**src/rtl/ml555_cfg_pkg.sv**
```systemverilog
// ml555_cfg_pkg
//   Shared definitions for the ML555 CPLD configuration sequencer:
//   - CFG_STATE codes (also the FSM state encoding)
//   - default cycle constants for a 33 MHz CPLD oscillator
//   - ceil_log2() for sizing counters from cycle constants
package ml555_cfg_pkg;

  localparam logic [2:0] ST_IDLE       = 3'd0;
  localparam logic [2:0] ST_PROG       = 3'd1;
  localparam logic [2:0] ST_WAIT_INIT  = 3'd2;
  localparam logic [2:0] ST_WAIT_DONE  = 3'd3;
  localparam logic [2:0] ST_CONFIGURED = 3'd4;
  localparam logic [2:0] ST_RETRY      = 3'd5;
  localparam logic [2:0] ST_FAIL       = 3'd6;

  localparam int DEF_DEB_CYCLES          = 50000;
  localparam int DEF_PROG_PULSE_CYCLES   = 33;
  localparam int DEF_INIT_TIMEOUT_CYCLES = 33000;
  localparam int DEF_DONE_TIMEOUT_CYCLES = 16500000;
  localparam int DEF_MAX_RETRIES         = 1;

  // ceil(log2(value)); a counter that must hold N needs ceil_log2(N + 1) bits.
  function automatic int ceil_log2(input int unsigned value);
    int unsigned v;
    int          r;
    v = (value > 0) ? value - 1 : 0;
    r = 0;
    for (int i = 0; i < 32; i++) begin
      if ((v >> i) != 0) r = i + 1;
    end
    return r;
  endfunction

endpackage

```
**src/rtl/ml555_debounce.sv**
```systemverilog
// ml555_debounce
//   Synchronizes and debounces the active-low PROG pushbutton.
//   Ports:
//     clk    in   CPLD clock
//     rst_b  in   asynchronous active-low reset
//     btn_b  in   raw pushbutton, active-low, asynchronous
//     press  out  registered single-cycle press event
//   A press is accepted once the synchronized button has been low for
//   DEB_CYCLES consecutive cycles; the counter then parks at DEB_CYCLES so
//   no further event fires until the button has been seen high.
module ml555_debounce
  import ml555_cfg_pkg::*;
#(
  parameter int DEB_CYCLES = DEF_DEB_CYCLES
) (
  input  logic clk,
  input  logic rst_b,
  input  logic btn_b,
  output logic press
);

  localparam int CNT_BITS = ceil_log2(DEB_CYCLES + 1);
  localparam int CNT_W    = (CNT_BITS < 1) ? 1 : CNT_BITS;
  localparam logic [CNT_W-1:0] CNT_LAST = CNT_W'(DEB_CYCLES - 1);
  localparam logic [CNT_W-1:0] CNT_SAT  = CNT_W'(DEB_CYCLES);

  logic             btn_sync_p0;
  logic             btn_sync_p1;
  logic [CNT_W-1:0] deb_cnt;

  // Two-flop synchronizer; idles released (high).
  always_ff @(posedge clk or negedge rst_b) begin
    if (!rst_b) begin
      btn_sync_p0 <= 1'b1;
      btn_sync_p1 <= 1'b1;
    end else begin
      btn_sync_p0 <= btn_b;
      btn_sync_p1 <= btn_sync_p0;
    end
  end

  // Debounce counter and press event
  always_ff @(posedge clk or negedge rst_b) begin
    if (!rst_b) begin
      deb_cnt <= '0;
      press   <= 1'b0;
    end else if (btn_sync_p1) begin
      deb_cnt <= '0;
      press   <= 1'b0;
    end else begin
      press <= (deb_cnt == CNT_LAST);
      if (deb_cnt != CNT_SAT) deb_cnt <= deb_cnt + 1'b1;
    end
  end

endmodule

```
**src/rtl/ml555_config_sequencer.sv**
```systemverilog
// ml555_config_sequencer
//   Clocked FPGA configuration sequencer for the ML555 CPLD. Debounces the
//   PROG pushbutton, issues a timed PROG_B pulse, supervises INIT_B / DONE
//   with timeouts and falls back to the alternate Platform Flash image a
//   bounded number of times.
//   Ports:
//     CLK            in   CPLD oscillator, only clock
//     RST_B          in   asynchronous active-low reset
//     PROG_SW_B      in   raw PROG pushbutton, active-low
//     IMAGE_SEL_REQ  in   primary image strap (0=PF0, 1=PF1)
//     INIT_B         in   FPGA INIT_B (asynchronous)
//     FPGA_DONE      in   FPGA DONE (asynchronous)
//     PROG_B         out  FPGA PROG_B, active-low
//     FLASH_CF_B     out  Platform Flash CF_B, same as PROG_B
//     IMAGE_SEL      out  image in use (drives CE_B/CE1_B mux)
//     CFG_FAIL       out  sticky failure flag
//     RETRY_CNT      out  retries consumed in this sequence
//     CFG_STATE      out  current state code
module ml555_config_sequencer
  import ml555_cfg_pkg::*;
#(
  parameter int DEB_CYCLES          = DEF_DEB_CYCLES,
  parameter int PROG_PULSE_CYCLES   = DEF_PROG_PULSE_CYCLES,
  parameter int INIT_TIMEOUT_CYCLES = DEF_INIT_TIMEOUT_CYCLES,
  parameter int DONE_TIMEOUT_CYCLES = DEF_DONE_TIMEOUT_CYCLES,
  parameter int MAX_RETRIES         = DEF_MAX_RETRIES
) (
  input  logic       CLK,
  input  logic       RST_B,
  input  logic       PROG_SW_B,
  input  logic       IMAGE_SEL_REQ,
  input  logic       INIT_B,
  input  logic       FPGA_DONE,
  output logic       PROG_B,
  output logic       FLASH_CF_B,
  output logic       IMAGE_SEL,
  output logic       CFG_FAIL,
  output logic [1:0] RETRY_CNT,
  output logic [2:0] CFG_STATE
);

  localparam int MAX_PI  = (PROG_PULSE_CYCLES > INIT_TIMEOUT_CYCLES) ?
                           PROG_PULSE_CYCLES : INIT_TIMEOUT_CYCLES;
  localparam int MAX_CYC = (MAX_PI > DONE_TIMEOUT_CYCLES) ? MAX_PI : DONE_TIMEOUT_CYCLES;
  localparam int TMR_W   = ceil_log2(MAX_CYC + 1);

  // Terminal values are one less than the cycle counts because the timer
  // reads 0 on the first cycle spent in a state.
  localparam logic [TMR_W-1:0] PULSE_LAST = TMR_W'(PROG_PULSE_CYCLES - 1);
  localparam logic [TMR_W-1:0] INIT_LAST  = TMR_W'(INIT_TIMEOUT_CYCLES - 1);
  localparam logic [TMR_W-1:0] DONE_LAST  = TMR_W'(DONE_TIMEOUT_CYCLES - 1);
  localparam logic [1:0]       RETRY_MAX  = 2'(MAX_RETRIES);

  logic             init_sync_p0, init_sync_p1;
  logic             done_sync_p0, done_sync_p1;
  logic             press;
  logic [2:0]       state, state_nxt;
  logic [TMR_W-1:0] tmr;
  logic             timed;
  logic             do_start, do_retry, do_fail;
  logic             por_pend;
  logic             prog_b_q, image_sel_q, cfg_fail_q;
  logic [1:0]       retry_q;

  ml555_debounce #(
    .DEB_CYCLES (DEB_CYCLES)
  ) u_debounce (
    .clk   (CLK),
    .rst_b (RST_B),
    .btn_b (PROG_SW_B),
    .press (press)
  );

  // INIT_B / DONE synchronizers
  always_ff @(posedge CLK or negedge RST_B) begin
    if (!RST_B) begin
      init_sync_p0 <= 1'b0;
      init_sync_p1 <= 1'b0;
      done_sync_p0 <= 1'b0;
      done_sync_p1 <= 1'b0;
    end else begin
      init_sync_p0 <= INIT_B;
      init_sync_p1 <= init_sync_p0;
      done_sync_p0 <= FPGA_DONE;
      done_sync_p1 <= done_sync_p0;
    end
  end

  // Next-state logic; a press overrides everything else.
  always_comb begin
    state_nxt = state;
    do_start  = 1'b0;
    do_retry  = 1'b0;
    do_fail   = 1'b0;
    if (press) begin
      state_nxt = ST_PROG;
      do_start  = 1'b1;
    end else begin
      case (state)
        ST_IDLE: begin
          if (por_pend) begin
            state_nxt = ST_PROG;
            do_start  = 1'b1;
          end
        end
        ST_PROG: begin
          if (tmr == PULSE_LAST) state_nxt = ST_WAIT_INIT;
        end
        ST_WAIT_INIT: begin
          if (init_sync_p1)           state_nxt = ST_WAIT_DONE;
          else if (tmr == INIT_LAST)  state_nxt = ST_RETRY;
        end
        ST_WAIT_DONE: begin
          // DONE is checked first so it wins over a simultaneous INIT_B drop.
          if (done_sync_p1)           state_nxt = ST_CONFIGURED;
          else if (!init_sync_p1)     state_nxt = ST_RETRY;
          else if (tmr == DONE_LAST)  state_nxt = ST_RETRY;
        end
        ST_RETRY: begin
          if (retry_q < RETRY_MAX) begin
            state_nxt = ST_PROG;
            do_retry  = 1'b1;
          end else begin
            state_nxt = ST_FAIL;
            do_fail   = 1'b1;
          end
        end
        ST_CONFIGURED: begin
          if (!done_sync_p1) state_nxt = ST_IDLE;
        end
        ST_FAIL: begin
          state_nxt = ST_FAIL;
        end
        default: begin
          state_nxt = ST_IDLE;
        end
      endcase
    end
  end

  assign timed = (state == ST_PROG) || (state == ST_WAIT_INIT) || (state == ST_WAIT_DONE);

  // Shared pulse/timeout timer: cleared on every state entry and restart,
  // saturating so a stuck state can never wrap into a false terminal count.
  always_ff @(posedge CLK or negedge RST_B) begin
    if (!RST_B) begin
      tmr <= '0;
    end else if (do_start || (state_nxt != state) || !timed) begin
      tmr <= '0;
    end else if (tmr != '1) begin
      tmr <= tmr + 1'b1;
    end
  end

  // State and registered outputs
  always_ff @(posedge CLK or negedge RST_B) begin
    if (!RST_B) begin
      state       <= ST_IDLE;
      prog_b_q    <= 1'b1;
      image_sel_q <= 1'b0;
      cfg_fail_q  <= 1'b0;
      retry_q     <= 2'd0;
      por_pend    <= 1'b1;
    end else begin
      state    <= state_nxt;
      // PROG_B is low exactly while the registered state is PROG.
      prog_b_q <= (state_nxt != ST_PROG);
      if (do_start) begin
        image_sel_q <= IMAGE_SEL_REQ;
        retry_q     <= 2'd0;
        cfg_fail_q  <= 1'b0;
        por_pend    <= 1'b0;
      end else if (do_retry) begin
        retry_q     <= retry_q + 2'd1;
        image_sel_q <= ~image_sel_q;
      end else if (do_fail) begin
        cfg_fail_q  <= 1'b1;
      end
    end
  end

  assign PROG_B     = prog_b_q;
  assign FLASH_CF_B = prog_b_q;
  assign IMAGE_SEL  = image_sel_q;
  assign CFG_FAIL   = cfg_fail_q;
  assign RETRY_CNT  = retry_q;
  assign CFG_STATE  = state;

endmodule
```
**config.mk**
```make
export PLATFORM = sky130hd
export DESIGN_NAME = ml555_config_sequencer
export DESIGN_NICKNAME = d
export VERILOG_FILES = /design/src/rtl/ml555_cfg_pkg.sv /design/src/rtl/ml555_debounce.sv /design/src/rtl/ml555_config_sequencer.sv
export SDC_FILE = /design/constraint.sdc
export NUM_CORES = 1
export LEC_CHECK = 0
export ABC_AREA = 1
export CORE_ASPECT_RATIO = 0.9
export CORE_UTILIZATION = 35
export DETAILED_ROUTE_END_ITERATION = 6
export PLACE_DENSITY = 0.61
export SETUP_SLACK_MARGIN = 0.05
export SYNTH_ARGS = -nofsm -noshare
export SYNTH_HDL_FRONTEND = slang
export SYNTH_SLANG_ARGS = --single-unit
```
**constraint.sdc**
```tcl
create_clock -name CLK -period 2.6 [get_ports CLK]
set_clock_uncertainty 0.15 [all_clocks]
set_input_delay 0.26 -clock CLK [delete_from_list [all_inputs] [get_ports CLK]]
set_output_delay 0.26 -clock CLK [all_outputs]
set_load 0.02 [all_outputs]
```
Fig. 1: drive-strength map
Scale: 4 px per um.
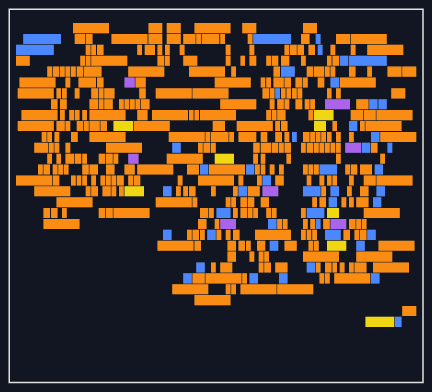
legend:
  drive 2:
    colour: blue
    cells: 47
  drive 1 or less:
    colour: orange
    cells: 366
  drive 6 and up:
    colour: yellow
    cells: 8
  drive 3 to 4:
    colour: purple
    cells: 7

Fig. 2: sequential cells coloured by netlist name
Scale: 4 px per um. Other sequential cells in the stronger grey, the rest of the logic in the fainter grey.
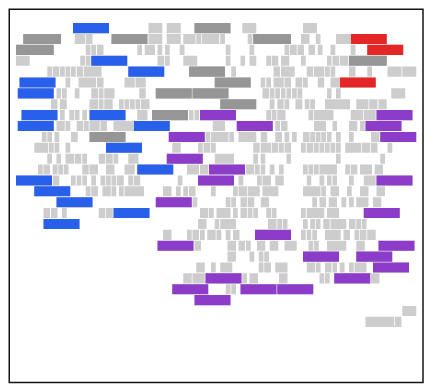
legend:
  tmr:
    colour: purple
    sequential_cells: 24
  u_debounce.deb_cnt:
    colour: blue
    sequential_cells: 16
  CFG_STATE:
    colour: red
    sequential_cells: 3
not coloured: 13
utilization after layout: 41.0%
storage element area: 1410 um^2
sequential power: 0.000887 W

==> flow_metrics.py <==
# Physical implementation metrics
metrics = {
    "status": {
        "outcome": "finished, final reports clean",
    },
    "cts": {
        "cts_setup_buffers": 0,
        "cts.clk_slew.worst_paths_ns": 0.11,
        "hold_buffers": 1,
        "cts_tree": "done",
        "clock-sinks": 56,
        "cts_max_path_buffers": 2,
        "cts_inserted_buffers": 5,
    },
    "synthesis": {
        "ys_top_cells_by_count": "nand2_1 (65), nor2_1 (62), inv_1 (56)",
        "top_area_share_pct": 40.5,
        "yosys_area_um2": 3220,
        "netlist_instances": 410,
        "async_flop_share_pct": 100,
        "yosysWarnings": 0,
        "postSynthAreaPerCell_um2": 7.84,
        "synth_seq_share_pct": 43.7,
        "yosys-top-cells-area": "dfrtp_1 (40%), nand2_1 (7.6%), nor2_1 (7.2%)",
        "most_common_cell": "nand2_1",
    },
    "drt": {
        "drcViolationCount": 0,
        "via_per_inst": 4.73,
    },
    "final_timing": {
        "rsz0062_at_grt": "false",
        "hold_viol": 0,
        "tightest_slew_ns": 0.426,
        "period_used_pct": 87.1,
        "max_freq_mhz": 442,
        "finalCriticalPeriod_ns": 2.26,
    },
    "global_route": {
        "antenna_found_initial": 0,
    },
    "floorplanning": {
        "design.core.area_um2": 8730,
        "die-area_um2": 9580,
        "ios": 15,
        "fp.dieW_um": 103,
        "die_h_um": 92.9,
    },
    "critical_path": {
        "cp_data_required_time_ns": 2.69,
        "r2r-end": "tmr[1]",
        "timing.rr.start": "tmr[1]",
        "crit_slowest_cell": "dfrtp_1",
        "worst_ep_arrival_time_ns": 2.36,
    },
    "cells_and_area": {
        "largest-register": "tmr",
        "nets": 438,
        "drive_above_1_share_pct": 14.5,
        "antenna_cells": 0,
    },
}
Fig. 3: signal wires on met2
Scale: 4 px per um.
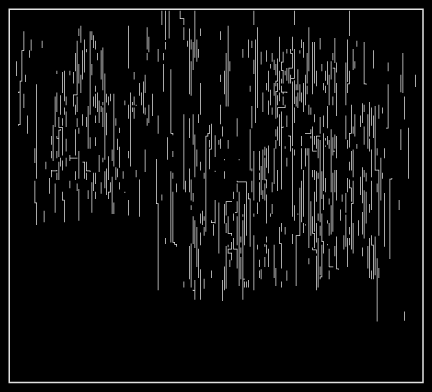
share of all routed wire: 43%
nets with wire on the layer: 340
longest straight run: 24.8 um

Fig. 4: routing congestion map
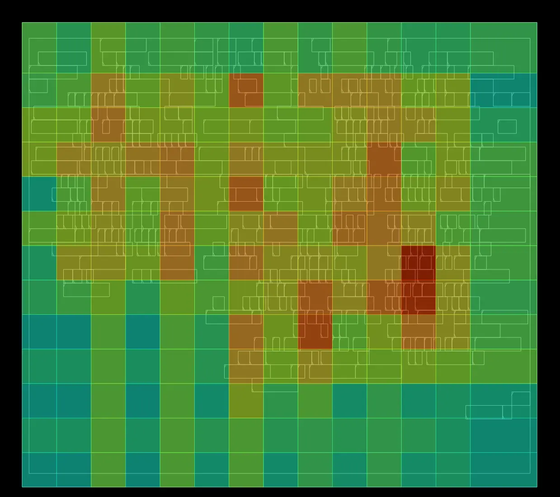
GR Util All Layers: 14.6%
M1 GR Usage: 21.2%
WL per Instance: 11.4 um
met3 usage: 3.40%
GR peak layer: met2

power by group:
part           internal [W]  total [W]  switching (W)
registers          0.000880   0.000887     0.00000660
clock network      0.000197   0.000509       0.000312
logic             0.0000165  0.0000453      0.0000288
total               0.00109    0.00144       0.000347
worst min-delay path by stage:
stage / startpoint / to / slack [ns] / cells after the start
floorplan: RST_B / CFG_FAIL / -0.19 / 0
global placement: RST_B / tmr[10] / 0.13 / 2
detailed placement: RST_B / tmr[10] / 0.14 / 2
CTS: PROG_SW_B / u_debounce.btn_sync_p0 / 0.17 / 1
global route: PROG_SW_B / u_debounce.btn_sync_p0 / 0.15 / 1
finish: PROG_SW_B / u_debounce.btn_sync_p0 / 0.18 / 1
per-stage QoR:
| step | setup WS, ns | total power (W) | instances | cell area, um^2 | hold slack, ns |
|---|---|---|---|---|---|
| after floorplan | 0.689 | 0.000917 | 410 | 3220 | -0.186 |
| after detailed placement | 0.343 | 0.000950 | 538 | 3470 | 0.135 |
| after global routing | 0.0696 | 0.00152 | 547 | 3580 | 0.152 |
| after global placement | 0.406 | 0.000949 | 538 | 3470 | 0.132 |
| final | 0.335 | 0.00144 | 547 | 3580 | 0.180 |
| after CTS | 0.308 | 0.00147 | 547 | 3580 | 0.166 |
placed cells by master, fill, tap and decap left out, types with 3 or more instances in the layout:
cell	Yosys	layout
nor4_1	4	4
nand2_1	65	65
nand4_1	12	12
clkbuf_8	0	5
o211ai_1	3	3
xnor2_1	3	3
ha_1	5	5
o21ai_0	12	12
a21oi_1	11	11
inv_1	56	56
dfstp_2	4	4
nand2_2	8	8
xor2_1	11	11
nor3_1	13	13
nand3_1	29	29
dfrtp_1	52	52
nor2_2	22	22
clkdlybuf4s50_1	0	13
inv_2	6	6
nor2_4	4	4
nor2_1	62	62
o21a_1	3	3
critical path, delay by kind of cell, from the launching register on:
| family | cells | cell delay [ns] |
|---|---|---|
| AND/OR/NAND/NOR | 11 | 1.36 |
| flip-flops | 1 | 0.39 |
| adder cells (fa/ha/maj) | 1 | 0.19 |
| buffers and inverters | 1 | 0.10 |
cells by family (layout without fill, tap and decap cells):
kind of cell             after synthesis  after routing  synth area share, %
AND-OR/OR-AND                         38             38                 6.85
XOR/XNOR                              14             14                 3.81
flip-flops                            56             56                 43.7
AND/OR/NAND/NOR                      227            227                 34.6
adder cells (fa/ha/maj)                5              5                 1.95
buffers and inverters                 70             88                 9.03
final cells by class:
| class | count | area [um^2] | area share (%) |
|---|---|---|---|
| timing repair buffer | 17 | 173 | 4.83 |
| inverter | 63 | 236 | 6.61 |
| clock inverter | 3 | 25.0 | 0.700 |
| multi-input combinational | 284 | 1520 | 42.5 |
| clock buffer | 5 | 68.8 | 1.92 |
| sequential | 56 | 1410 | 39.3 |
| tap | 119 | 149 | 4.16 |
metal layers:
| layer | wire length (um) | global-route usage (%) |
|---|---|---|
| met1 | 3290 | 21.2 |
| met5 | 0 | 0 |
| met3 | 193 | 3.40 |
| met2 | 2720 | 21.7 |
| met4 | 55 | 3.52 |
Power and IR drop assume default switching activity.
